[config.mk]
export PLATFORM = sky130hd
export DESIGN_NAME = rtmq_rand_stream
export DESIGN_NICKNAME = d
export VERILOG_FILES = /design/src/rtl/rtmq_rand_pkg.sv /design/src/rtl/rtmq_taus3.sv /design/src/rtl/rtmq_rand_stream.sv
export SDC_FILE = /design/constraint.sdc
export NUM_CORES = 2
export LEC_CHECK = 0
export CAP_MARGIN = 20
export CORE_UTILIZATION = 30
export DETAILED_ROUTE_END_ITERATION = 16
export MAX_ROUTING_LAYER = met4
export PLACE_DENSITY_LB_ADDON = 0.25
export SETUP_SLACK_MARGIN = 0.1
export SYNTH_ARGS = -nofsm -noshare
export SYNTH_HDL_FRONTEND = slang
export SYNTH_SLANG_ARGS = --single-unit
[constraint.sdc]
create_clock -name clk -period 6.5 [get_ports clk]
set_input_delay 0.975 -clock clk [delete_from_list [all_inputs] [get_ports clk]]
set_output_delay 0.975 -clock clk [all_outputs]
set_load 0.02 [all_outputs]
[src/rtl/rtmq_rand_pkg.sv]
// ============================================================================
// Module  : rtmq_rand_pkg
// Brief   : Shared constants, FSM encoding and default-seed helper for the
//           multi-channel three-component Tausworthe stream generator.
// Revision: 1.0  initial release
// ============================================================================
`default_nettype none

package rtmq_rand_pkg;

  localparam logic [63:0] I_Z1 = 64'h45D0_00FF_FFF0_05FF;
  localparam logic [63:0] I_Z2 = 64'hFFFC_BFFF_D800_0680;
  localparam logic [63:0] I_Z3 = 64'hFFDA_3500_00FE_95FF;

  // Golden-ratio spread keeps per-channel default seeds decorrelated.
  localparam logic [63:0] c_spread_mul = 64'h9E37_79B9_7F4A_7C15;

  localparam logic [1:0] c_sel_z1   = 2'd0;
  localparam logic [1:0] c_sel_z2   = 2'd1;
  localparam logic [1:0] c_sel_z3   = 2'd2;
  localparam logic [1:0] c_sel_none = 2'd3;

  localparam int unsigned c_cnt_w = 8;

  typedef enum logic [0:0] {
    ST_WARM = 1'b0,
    ST_RUN  = 1'b1
  } state_e;

  function automatic logic [63:0] default_seed(input int unsigned ch, input logic [1:0] sel);
    logic [63:0] spread;
    spread = 64'(ch) * c_spread_mul;
    case (sel)
      c_sel_z1: default_seed = I_Z1 ^ spread;
      c_sel_z2: default_seed = I_Z2 ^ spread;
      c_sel_z3: default_seed = I_Z3 ^ spread;
      default:  default_seed = spread;
    endcase
  endfunction

endpackage

`default_nettype wire

[src/rtl/rtmq_taus3.sv]
// ============================================================================
// Module  : rtmq_taus3
// Brief   : One generator channel: three Tausworthe states, zero-guarded seed
//           write and the registered output word.
// Revision: 1.0  initial release
// ============================================================================
`default_nettype none

module rtmq_taus3
  import rtmq_rand_pkg::*;
#(
  parameter int unsigned W_OUT  = 32,
  parameter int unsigned CH_IDX = 0
) (
  input  logic             clk,
  input  logic             rst_n,
  input  logic             step_i,
  input  logic             load_i,
  input  logic             seed_we_i,
  input  logic [1:0]       seed_sel_i,
  input  logic [63:0]      seed_data_i,
  output logic [W_OUT-1:0] data_o
);

  localparam logic [63:0] c_def_z1 = default_seed(CH_IDX, c_sel_z1);
  localparam logic [63:0] c_def_z2 = default_seed(CH_IDX, c_sel_z2);
  localparam logic [63:0] c_def_z3 = default_seed(CH_IDX, c_sel_z3);

  logic [63:0]      z1_q, z1_d, z2_q, z2_d, z3_q, z3_d;
  logic [W_OUT-1:0] data_q, data_d;
  logic [63:0]      w_seed_z1, w_seed_z2, w_seed_z3;

  // An all-zero significant field would lock a component at zero forever.
  assign w_seed_z1 = (seed_data_i[63:1] == '0) ? c_def_z1 : seed_data_i;
  assign w_seed_z2 = (seed_data_i[63:6] == '0) ? c_def_z2 : seed_data_i;
  assign w_seed_z3 = (seed_data_i[63:9] == '0) ? c_def_z3 : seed_data_i;

  always_comb begin
    z1_d   = z1_q;
    z2_d   = z2_q;
    z3_d   = z3_q;
    data_d = data_q;
    if (seed_we_i) begin
      case (seed_sel_i)
        c_sel_z1: z1_d = w_seed_z1;
        c_sel_z2: z2_d = w_seed_z2;
        c_sel_z3: z3_d = w_seed_z3;
        default:  ;
      endcase
    end else begin
      if (load_i) begin
        data_d = z1_q[W_OUT-1:0] ^ z2_q[W_OUT-1:0] ^ z3_q[W_OUT-1:0];
      end
      if (step_i) begin
        z1_d = {z1_q[39:1], z1_q[58:34] ^ z1_q[63:39]};
        z2_d = {z2_q[50:6], z2_q[44:26] ^ z2_q[63:45]};
        z3_d = {z3_q[56:9], z3_q[39:24] ^ z3_q[63:48]};
      end
    end
  end

  always_ff @(posedge clk or negedge rst_n) begin
    if (!rst_n) begin
      z1_q   <= c_def_z1;
      z2_q   <= c_def_z2;
      z3_q   <= c_def_z3;
      data_q <= '0;
    end else begin
      z1_q   <= z1_d;
      z2_q   <= z2_d;
      z3_q   <= z3_d;
      data_q <= data_d;
    end
  end

  assign data_o = data_q;

endmodule

`default_nettype wire

[src/rtl/rtmq_rand_stream.sv]
// ============================================================================
// Module  : rtmq_rand_stream
// Brief   : N_CH independent random-word streams with valid/ready handshake,
//           shared warm-up FSM and runtime reseeding.
// Revision: 1.0  initial release
// ============================================================================
`default_nettype none

module rtmq_rand_stream
  import rtmq_rand_pkg::*;
#(
  parameter int unsigned N_CH   = 4,
  parameter int unsigned W_OUT  = 32,
  parameter int unsigned N_WARM = 16
) (
  input  logic                  clk,
  input  logic                  rst_n,
  input  logic                  seed_wr,
  input  logic [2:0]            seed_ch,
  input  logic [1:0]            seed_sel,
  input  logic [63:0]           seed_data,
  output logic [N_CH*W_OUT-1:0] rnd_data,
  output logic [N_CH-1:0]       rnd_valid,
  input  logic [N_CH-1:0]       rnd_ready,
  output logic                  busy
);

  localparam logic [c_cnt_w-1:0] c_warm_init = c_cnt_w'(N_WARM);

  state_e              state_q, state_d;
  logic [c_cnt_w-1:0]  cnt_q, cnt_d;
  logic [N_CH-1:0]     valid_q, valid_d;
  logic [N_CH-1:0]     w_step, w_load, w_seed_we;
  logic                w_seed_hit;

  assign w_seed_hit = seed_wr && ({1'b0, seed_ch} < 4'(N_CH)) && (seed_sel != c_sel_none);

  // A seed write freezes every channel for that edge so it wins over any reload.
  always_comb begin
    state_d = state_q;
    cnt_d   = cnt_q;
    valid_d = valid_q;
    w_step  = '0;
    w_load  = '0;
    if (w_seed_hit) begin
      state_d = ST_WARM;
      cnt_d   = c_warm_init;
      valid_d = '0;
    end else begin
      case (state_q)
        ST_WARM: begin
          w_step = '1;
          cnt_d  = cnt_q - 1'b1;
          if (cnt_q == c_cnt_w'(1)) begin
            state_d = ST_RUN;
            valid_d = '1;
            w_load  = '1;
          end
        end
        ST_RUN: begin
          w_step  = ~valid_q | rnd_ready;
          w_load  = ~valid_q | rnd_ready;
          valid_d = '1;
        end
        default: begin
          state_d = ST_WARM;
          cnt_d   = c_warm_init;
          valid_d = '0;
        end
      endcase
    end
  end

  always_ff @(posedge clk or negedge rst_n) begin
    if (!rst_n) begin
      state_q <= ST_WARM;
      cnt_q   <= c_warm_init;
      valid_q <= '0;
    end else begin
      state_q <= state_d;
      cnt_q   <= cnt_d;
      valid_q <= valid_d;
    end
  end

  for (genvar c = 0; c < int'(N_CH); c++) begin : g_ch
    assign w_seed_we[c] = w_seed_hit && (seed_ch == 3'(c));

    rtmq_taus3 #(
      .W_OUT  (W_OUT),
      .CH_IDX (c)
    ) u_ch (
      .clk         (clk),
      .rst_n       (rst_n),
      .step_i      (w_step[c]),
      .load_i      (w_load[c]),
      .seed_we_i   (w_seed_we[c]),
      .seed_sel_i  (seed_sel),
      .seed_data_i (seed_data),
      .data_o      (rnd_data[c*W_OUT +: W_OUT])
    );
  end

  assign rnd_valid = valid_q;
  assign busy      = (state_q == ST_WARM);

endmodule

`default_nettype wire

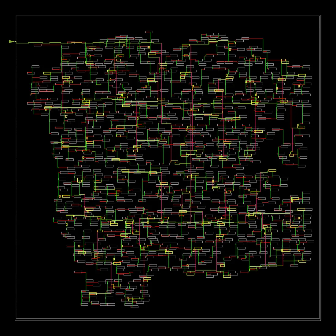
**Above:** clock nets.
Clock Latency Late Sink: 740 ps
P_clk: 6.08 mW

==> impl_metrics.tcl <==
# implementation run metrics
set metrics [dict create \
    synth_area_per_cell_sq_um 9.66 \
    top_area_frac 0.277 \
    flop_cell "dfrtp_1" \
    max_freq_ghz 0.236 \
    cap_violations 0 \
    top_area_cell "dfrtp_1" \
    power_leader "registers" \
    seqPwrFrac 0.418 \
    dr.pass1.iters 8 \
    hold_viol 0 \
    placed_cells 6431 \
    fin_ws_ps 2270 \
    layout_top_cell "nand2_1" \
    rrSetupSlack_ps 3190 \
    cts_tree "built" \
    clockBufferCount 171 \
    lay_top_cells "nand2_1 (613), nor2_1 (552), dfrtp_1 (486)" \
    largest_class "flip-flops and latches" \
    finClkSkew_ps 34.0 \
    n_antenna_cell 12 \
    vias 37509 \
    clk_share 0.0674 \
    fillers 14848 \
    switching_share 0.398 \
    grt_usage 0.269 \
    final_cells 6645 \
    xor_area_frac 0.100 \
    viasPerCell 5.64 \
    post_synth_ao_oa_area_fraction 0.156 \
    grt_pass1_wl_um 276000 \
    peakVddDrop_v 0.000269 \
    total_power_mw 30.8 \
    period_minus_slack_ps 4230 \
    fin_setup_tns_ps 0 \
    overflow 0 \
    bufAreaShareNonClock 0.0632 \
    post-cts-setup-buffers 0 \
    edf_count 0 \
    initialDrtViolationCount 4635 \
    grt_pass1_vias 34978 \
    antenna_found_initial 22 \
    dp_hpwl_um 130000 \
    inv_count 11 \
    port_buffers 208 \
    mux_area_frac 0.0332 \
    comb_area_share 0.373 \
    cts_root_buf "clkbuf_16" \
    ff_count 906 \
    crit_path_end_kind "register" \
    wl_per_cell_um 29.6 \
    startpoint_type "input port" \
    ys_types 61 \
    die_x_um 385 \
    ys_seq_frac 0.528 \
    p_clk_frac 0.197 \
    final_area_sq_um 51700 \
    die_y_um 385 \
    seq_area_frac 0.449 \
    p_leak_nw 20.1 \
    slew_headroom 0.251 \
    critPathMaxFanout 10 \
    nWellTaps 1917 \
    min-delay-path-class "in -> async" \
    powerSeq_mw 12.9 \
    chip_area_sq_um 148000 \
    num-multi-input-gates 3250 \
    rr_worst_depth 7 \
    yosys_cells 4549 \
    ant_nets 0 \
    finalSetupViolations 0 \
    p_int_mw 18.6 \
    run_status "finished clean" \
    syn_area_sq_um 43900 \
    synthCells 4549 \
    placedInstanceArea_sq_um 48100 \
    areaGrowthSynthToFinish_pct 17.6 \
    drive_above_1_share 0.194 \
    async_reset_ff_frac 1.00 \
    nNetsFinal 4701 \
    worstReg2RegEnd "g_ch[0].u_ch.z1_q[21]" \
    grt_max_degree 177 \
    cts_buffer_depth 3 \
    top_logic_kind "AND-OR/OR-AND gates" \
    syn-num-nets 4627 \
    cts-hold-fix-buffers 0 \
    fp_util 0.302 \
    post-route-util 0.355 \
    holdWs_ps 300 \
    htree_levels 3 \
    synth_warnings 0 \
    place_congestion 0.919 \
    yosys_area_sq_um 43900 \
    tightest_slew_ps 1120 \
    period_used_share 0.651 \
    switchingPower_mw 12.3 \
    crit_required_ps 7150 \
    pin_count 209 \
    rsz0062_at_grt "no" \
    wirelength_um 197000 \
    combinationalPowerShare 0.385 \
    pwr_density_cell_nw_per_um2 597 \
    cts_resized 0 \
    seqCellArea_sq_um 23200 \
    rows 140 \
]
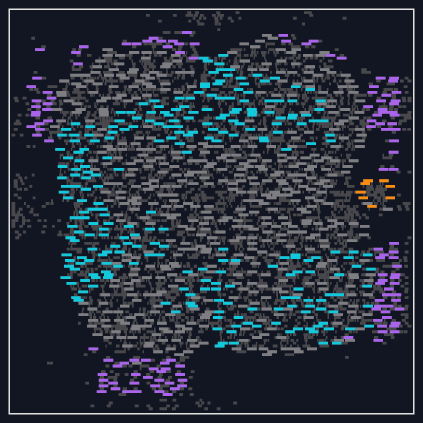
**Above:** where the registers sit.
Other sequential cells in the stronger gray, the rest of the logic in the fainter gray.
Key: g_ch.u_ch.z3_q = cyan [sequential cells 256]; cnt_q = orange [sequential cells 8, where east]; g_ch.u_ch.data_o = purple [sequential cells 128, where spread over the die]

-- Yosys cell counts (all sizes together), types with 7 or more instances --
master,number
inv,10
clkbuf,247
nor2,559
o22ai,287
xnor2,322
a21oi,255
and3,23
a22oi,9
buf,135
mux2,128
nand3,25
xor2,181
dfstp,420
a21boi,7
dfrtp,486
nor4,17
a21o,9
o31ai,116
and2,8
a211oi,11
o211ai,9
nand2,619
a31oi,206
nand4,8
a221oi,7
a221o,12
o21ai,159
nor3,224
o221a,14
-- critical path, cell delays in order --
cell	delay [ps]
clkdlybuf4s50_1	400
buf_4	250
nor4_1	850
and4_1	410
nand4_1	890
buf_4	510
a221oi_1	430
a21o_1	130
-- layer usage --
metal  track usage  vias up  routed length (um)
li1              -    16045                   -
met1         0.372    19021               84100
met2         0.377     2029               84000
met3        0.0594      414               19600
met4         0.107        0                8910
met5             -        -                   0
-- sequential cells by signal, indices dropped and copies added, names as in the netlist --
name and flops:
g_ch.u_ch.z1_q 256, g_ch.u_ch.z2_q 256, g_ch.u_ch.z3_q 256, g_ch.u_ch.data_o 128, cnt_q 8, rnd_valid 1
state_q 1
-- worst max-delay path by stage --
stage / startpoint / end / slack [ps] / cells past startpoint
5_1_grt: seed_data[58] / g_ch[3].u_ch.z3_q[15] / 2450 / 8
3_3_place_gp: seed_data[9] / g_ch[1].u_ch.z2_q[2] / 1610 / 8
6_report: seed_data[58] / g_ch[1].u_ch.z2_q[2] / 2270 / 8
3_5_place_dp: seed_data[58] / g_ch[1].u_ch.z2_q[2] / 1830 / 8
4_1_cts: seed_data[58] / g_ch[1].u_ch.z2_q[2] / 2580 / 8
2_1_floorplan: seed_data[35] / g_ch[3].u_ch.z3_q[15] / 3800 / 7
Power figures rest on the tool's default switching activity, not on a simulated workload.
